==> config.mk <==
export PLATFORM = sky130hd
export DESIGN_NAME = mem_arb
export DESIGN_NICKNAME = d
export VERILOG_FILES = /design/src/rtl/mem_arb.sv
export SDC_FILE = /design/constraint.sdc
export NUM_CORES = 1
export LEC_CHECK = 0
export CAP_MARGIN = 40
export CORE_AREA = 5 5 87 89
export CTS_BUF_LIST = sky130_fd_sc_hd__clkbuf_4 sky130_fd_sc_hd__clkbuf_8 sky130_fd_sc_hd__clkbuf_16
export CTS_CLUSTER_SIZE = 20
export DETAILED_ROUTE_END_ITERATION = 16
export DIE_AREA = 0 0 92 94
export PLACE_DENSITY = 0.83
export SETUP_SLACK_MARGIN = 0.05
export SYNTH_ARGS = -nofsm -noshare
export SYNTH_HDL_FRONTEND = slang
export SYNTH_SLANG_ARGS = --single-unit
==> constraint.sdc <==
create_clock -name clk -period 2.2 [get_ports clk]
set_input_delay 0.44 -clock clk [delete_from_list [all_inputs] [get_ports clk]]
set_output_delay 0.44 -clock clk [all_outputs]
set_load 0.05 [all_outputs]
==> src/rtl/mem_arb.sv <==
// Arbiter sharing one single-port memory between the fetch (I) and data (D) ports.
// Define ARB_FAIR_EN for alternating grants on conflicts; default is fixed D-over-I priority.
module mem_arb #(
  parameter int unsigned ADDR_W  = 16,
  parameter int unsigned DATA_W  = 16,
  parameter int unsigned MEM_LAT = 2
) (
  input  logic              clk,
  input  logic              rst_n,
  input  logic              i_req,
  input  logic [ADDR_W-1:0] i_addr,
  output logic              i_rdy,
  output logic [DATA_W-1:0] i_rdata,
  input  logic              d_req,
  input  logic              d_we,
  input  logic [ADDR_W-1:0] d_addr,
  input  logic [DATA_W-1:0] d_wdata,
  output logic              d_rdy,
  output logic [DATA_W-1:0] d_rdata,
  output logic              mem_en,
  output logic              mem_we,
  output logic [ADDR_W-1:0] mem_addr,
  output logic [DATA_W-1:0] mem_wdata,
  input  logic [DATA_W-1:0] mem_rdata
);

  localparam int unsigned CntW = (MEM_LAT > 1) ? $clog2(MEM_LAT) : 1;
  localparam logic [CntW-1:0] CntInit = CntW'(MEM_LAT - 1);

  typedef enum logic [1:0] {StIdle, StBusy, StDone} state_e;

  state_e            state_q, state_d;
  logic [CntW-1:0]   cnt_q, cnt_d;
  logic              sel_d_q, sel_d_d;  // 1: data port owns the current access
  logic              we_q, we_d;
  logic [ADDR_W-1:0] addr_q, addr_d;
  logic [DATA_W-1:0] wdata_q, wdata_d;
  logic [DATA_W-1:0] i_rdata_q, i_rdata_d;
  logic [DATA_W-1:0] d_rdata_q, d_rdata_d;
  logic              pick_d;

`ifdef ARB_FAIR_EN
  logic last_d_q, last_d_d;

  // last_d_q only moves on a conflict that is actually granted
  always_comb begin
    last_d_d = last_d_q;
    pick_d   = d_req;
    if (i_req && d_req) begin
      pick_d = !last_d_q;
      if (state_q == StIdle) begin
        last_d_d = !last_d_q;
      end
    end
  end

  always_ff @(posedge clk or negedge rst_n) begin
    if (!rst_n) begin
      last_d_q <= 1'b0;
    end else begin
      last_d_q <= last_d_d;
    end
  end
`else
  assign pick_d = d_req;
`endif

  always_comb begin
    state_d   = state_q;
    cnt_d     = cnt_q;
    sel_d_d   = sel_d_q;
    we_d      = we_q;
    addr_d    = addr_q;
    wdata_d   = wdata_q;
    i_rdata_d = i_rdata_q;
    d_rdata_d = d_rdata_q;
    unique case (state_q)
      StIdle: begin
        if (i_req || d_req) begin
          sel_d_d = pick_d;
          we_d    = pick_d && d_we;
          addr_d  = pick_d ? d_addr : i_addr;
          wdata_d = pick_d ? d_wdata : '0;
          cnt_d   = CntInit;
          state_d = StBusy;
        end
      end
      StBusy: begin
        if (cnt_q == '0) begin
          if (!we_q) begin
            if (sel_d_q) begin
              d_rdata_d = mem_rdata;
            end else begin
              i_rdata_d = mem_rdata;
            end
          end
          state_d = StDone;
        end else begin
          cnt_d = cnt_q - 1'b1;
        end
      end
      StDone: begin
        state_d = StIdle;
      end
      default: begin
        state_d = StIdle;
      end
    endcase
  end

  always_ff @(posedge clk or negedge rst_n) begin
    if (!rst_n) begin
      state_q   <= StIdle;
      cnt_q     <= '0;
      sel_d_q   <= 1'b0;
      we_q      <= 1'b0;
      addr_q    <= '0;
      wdata_q   <= '0;
      i_rdata_q <= '0;
      d_rdata_q <= '0;
    end else begin
      state_q   <= state_d;
      cnt_q     <= cnt_d;
      sel_d_q   <= sel_d_d;
      we_q      <= we_d;
      addr_q    <= addr_d;
      wdata_q   <= wdata_d;
      i_rdata_q <= i_rdata_d;
      d_rdata_q <= d_rdata_d;
    end
  end

  assign mem_en    = (state_q == StBusy);
  assign mem_we    = mem_en && we_q;
  assign mem_addr  = addr_q;
  assign mem_wdata = wdata_q;
  assign i_rdy     = (state_q == StDone) && !sel_d_q;
  assign d_rdy     = (state_q == StDone) && sel_d_q;
  assign i_rdata   = i_rdata_q;
  assign d_rdata   = d_rdata_q;

endmodule

run_1/gates.png
Scale: 4 px per micron.
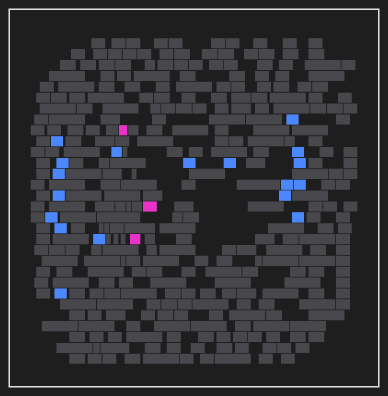
Magenta marks and/or cells, cells 3. Blue marks non-inverting ao/oa cells, cells 18, most used a22o_1.
Finished Layout Cells: 407
Commonest Layout Cell: clkdlybuf4s50_1
combinational share of cell area: 22.2%

run_1/sizing.png
Scale: 4 px per micron.
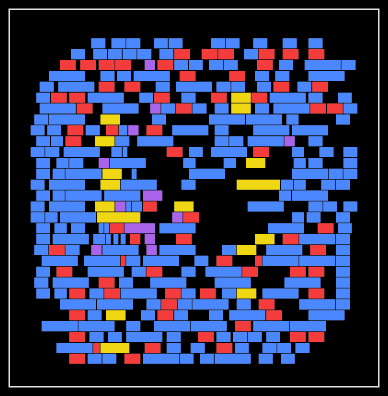
Red marks x2, cells 71, most used mux2_2. Yellow marks x6 and larger, cells 16, most used clkbuf_8. Purple marks x3 and x4, cells 12, most used buf_4. Blue marks x1 and smaller, cells 228, most used clkdlybuf4s50_1.

run_1/pinout.png
Scale: 4 px per micron. Pins as bars across the die edge, other pins in gray.
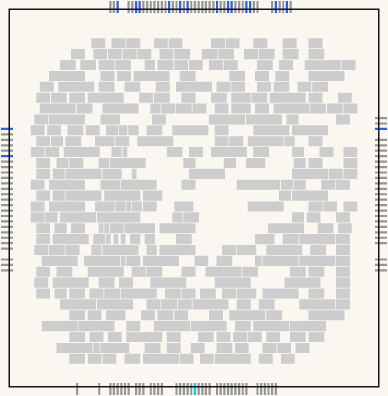
Cyan marks d_rdy, pins 1, direction output, edge south. Blue marks d_addr, pins 16, direction input, edge 13 north, 2 west, 1 east.

==> ci_impl_report.md, run 1 <==
## Implementation flow summary

| Metric | Value |
|---|---|
| Launching point of the worst reg2reg path | state_q[1]$_DFFE_PN0P_ |
| Total GRT Usage | 16.9% |
| Area contributors post-synth | dfrtp_1 62%, mux2_2 26%, a22o_1 5.3% |
| Sequential fraction of design power | 27.4% |
| Power Sequential | 2.26 mW |
| Util after Layout | 67.0% |
| Async set-reset flop share out of synthesis | 100% |
| TritonCTS Buffers | 9 |
| Final clock-cell share | 5.45% |
| Adder Share, Synth | 0% |
| Post-layout nets | 391 |
| Total power | 8.24 mW |
| Metal-1 WL | 2.74 mm |
| Setup TNS | 0 ps |
| DR vias/cell | 4.93 |
| WP buf/inv | 1 |
| Worst path slowest cell | clkdlybuf4s50_1 |
| GRT met3 Usage | 3.85% |
| I/O Pins | 137 |
| Final Hold Viols | 0 |
| GP Congestion | 0.760 |
| Clock buffers | 13 |
| Buffers added on ports | 136 |
| Number of diodes | 0 |
| Top power group | combinational cells |
| Chip Area, Yosys | 2790 sq um |
| Sw Ratio | 45.7% |
| IR drop worst, VDD | 1030 uV |
| R2R cell count | 4 |
| Dpl cells | 391 |
| Distinct lib cells | 19 |
| Post-CTS Setup Inserts | 0 |
| Worst Slack Setup Final | 235 ps |
| Ys flops | 69 |
| Root Driver | clkbuf_8 |
| Final setup vio count | 0 |
| Initial antenna violation count | 0 |
| Mapped Cells | 177 |
| Comb_multi_in | 98 |
| Routed vias | 2007 |
| Init Core Util | 41.7% |
| Routed Antenna Nets | 0 |
| Area leader, netlist | dfrtp_1 |
| Status | complete, no violations |
| Inverters excl. clock | 1 |
| Die width | 92 microns |
| Fillcell total | 497 |
| Most frequent cells in the layout | 131 x clkdlybuf4s50_1, 69 x dfrtp_1, 64 x mux2_2 |
| Clock latency on the worst-skew pair | 330 ps |
| Worst path max stage delay | 820 ps |
| CP endpoint kind | output port |
| Repair and plain buffers | 143 |
| Num rows | 30 |
| Worst hold path class | input port to asynchronous set/reset pin |
| Signal buffers share of area | 31.5% |
| Pwr Density | 1840 nW/um^2 |
| Crit share post-route | 89.3% |
| Die Ht | 94 microns |
| P_leak | 1.90 nW |
| Yosys top cell area share | 61.9% |
| Critical path cell sequence | clkdlybuf4s50_1 |
| Layout cell share with drive strength beyond 1 | 30.3% |
| Reg2Reg Setup Slack | 600 ps |
| Tool warnings | 26 |
| Main logic family after synthesis | multiplexers |
| WP depth | 1 |
| Internal power | 4.48 mW |
| Comb power frac | 58.0% |
| Overall routed net length | 7.03 mm |
| Top cells by count, synth | 69 x dfrtp_1, 64 x mux2_2, 17 x a22o_1 |
| Top Layer Used | met4 |
| Crit path DRT | 1760 ps |
| Clock slew at reported path FFs | 70 ps |
| Area-dominant class | flip-flops and latches |
| Placed instance area | 4230 sq um |
| Max Freq | 509 MHz |
| Post-CTS sizing | 0 |
| Post-Syn Area | 2790 sq um |
| Area Overhead vs Synth | 60.6% |
| Peak-usage layer in the global routing report | met2 |
| Logic power comb | 4.78 mW |
| Post-Synth AOI/OAI Area | 5.92% |
| Register area share after synthesis | 61.9% |
| Initial DRT Pass Iterations | 4 |
| CP arrival | 1530 ps |
| Fin. max-slew vios | 0 |
| Met1 GRT Util | 19.2% |
| Synth Net Count | 246 |
| Worst slew margin | 55.7% |
| Seq/total area | 38.6% |
--- run 2 (diff from run 1) ---
RECOVER_POWER = 25   (was default)
run_2/placed.png
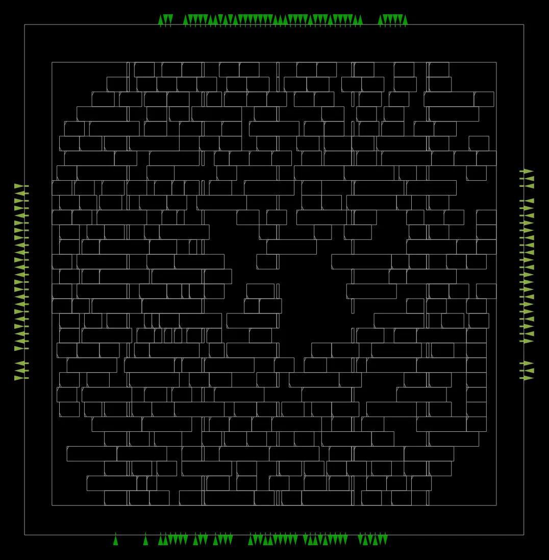
Seq/total area: 38.7%
fillcell total: 498
num rows: 30
Core Region: 6680 sq um
Util after Layout: 66.8%

run_2/gates.png
Scale: 4 px per micron.
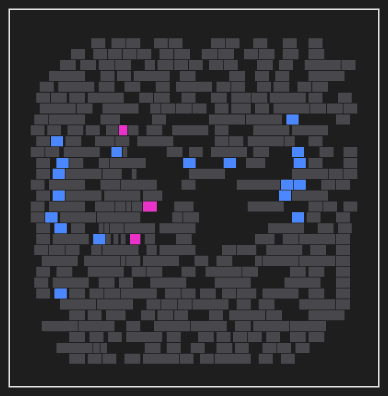
Blue marks non-inverting ao/oa cells, cells 18, most used a22o_1. Magenta marks and/or cells, cells 3.
combinational share of cell area: 22.2%

==> ci_impl_report.md, run 2 <==
## Implementation flow summary

| Metric | Value |
|---|---|
| Status | finished, violations left |
| Failing checks | max-capacitance violations, max-slew violations |
| Chip Area, Yosys | 2790 sq um (unchanged) |
| Peak-usage layer in the global routing report | met2 |
| TritonCTS Buffers | 9 (unchanged) |
| Top power group | combinational cells |
| Adder Share, Synth | 0% (unchanged) |
| CP arrival | 1530 ps (about the same) |
| Launching point of the worst reg2reg path | state_q[1]$_DFFE_PN0P_ |
| Yosys xor share | 0% |
| Power Sequential | 2.26 mW (about the same) |
| Mux share | 25.9% |
| Sw Ratio | 45.7% (about the same) |
| Synth Net Count | 246 (unchanged) |
| Worst Slack Setup Final | 235 ps (unchanged) |
| Clock buffers | 13 (unchanged) |
| Initial DRT Pass Iterations | 4 (unchanged) |
| Final setup vio count | 0 (unchanged) |
| Area leader, netlist | dfrtp_1 |
| IR drop worst, VDD | 1030 uV (about the same) |
| Die width | 92 microns (unchanged) |
| Area-dominant class | flip-flops and latches |
| Clock slew at reported path FFs | 70 ps (about the same) |
| I/O Pins | 137 (unchanged) |
| P_leak | 1.89 nW (-0.28%) |
| CP endpoint kind | output port |
| Post-Synth AOI/OAI Area | 5.92% (unchanged) |
| Final clock-cell share | 5.47% (+0.018 points) |
| Metal-1 WL | 2.73 mm (-0.22%) |
| First-pass GRT wire length | 11.4 mm |
| Ys flops | 69 (unchanged) |
| Total GRT Usage | 16.9% (unchanged) |
| Max Freq | 509 MHz (unchanged) |
| Area Overhead vs Synth | 60.1% |
| Root Driver | clkbuf_8 |
| Internal power | 4.47 mW (about the same) |
| Overall routed net length | 7.03 mm (about the same) |
| Placed instance area | 4230 sq um (unchanged) |
| Async set-reset flop share out of synthesis | 100% (unchanged) |
| Logic power comb | 4.77 mW (about the same) |
| Repair and plain buffers | 143 (unchanged) |
| GRT met3 Usage | 3.85% (unchanged) |
| Post-layout nets | 391 (unchanged) |
| Finished Layout Cells | 407 (unchanged) |
| Top Layer Used | met4 |
| GP Congestion | 0.760 (unchanged) |
| Buffers added on ports | 136 (unchanged) |
| Routed Antenna Nets | 0 (unchanged) |
| Worst slew margin | -11.2% (-67 points) |
| Crit share post-route | 89.3% (unchanged) |
| Comb_multi_in | 98 (unchanged) |
| Register area share after synthesis | 61.9% (unchanged) |
| Met1 GRT Util | 19.2% (unchanged) |
| Clock latency on the worst-skew pair | 330 ps (about the same) |
| DR vias/cell | 4.93 (about the same) |
| Setup TNS | 0 ps (unchanged) |
| Routed vias | 2006 (-0.050%) |
| Post-Syn Area | 2790 sq um (unchanged) |
| Comb power frac | 58.0% (about the same) |
| Most frequent cells in the layout | 131 x clkdlybuf4s50_1, 69 x dfrtp_1, 64 x mux2_2 |
| Main logic family after synthesis | multiplexers |
| Total power | 8.23 mW (about the same) |
| Init Core Util | 41.7% (unchanged) |
| Max cap viols | 1 |
| Pwr Density | 1850 nW/um^2 (+0.29%) |
| R2R cell count | 4 (unchanged) |
| Critical path cell sequence | clkdlybuf4s50_1 |
| Dpl cells | 391 (unchanged) |
| Post-CTS sizing | 0 (unchanged) |
| Fin. max-slew vios | 70 (+70) |
| Sequential fraction of design power | 27.4% (about the same) |
| Tool warnings | 26 (unchanged) |
| Crit path DRT | 1760 ps (about the same) |
| Top cells by count, synth | 69 x dfrtp_1, 64 x mux2_2, 17 x a22o_1 |
| Reg2Reg Setup Slack | 600 ps (about the same) |
| WP buf/inv | 1 (unchanged) |
| Signal buffers share of area | 31.3% (-0.23 points) |
| Yosys top cell area share | 61.9% (unchanged) |
No activity file was given, so power comes from the tool's default toggle rates.
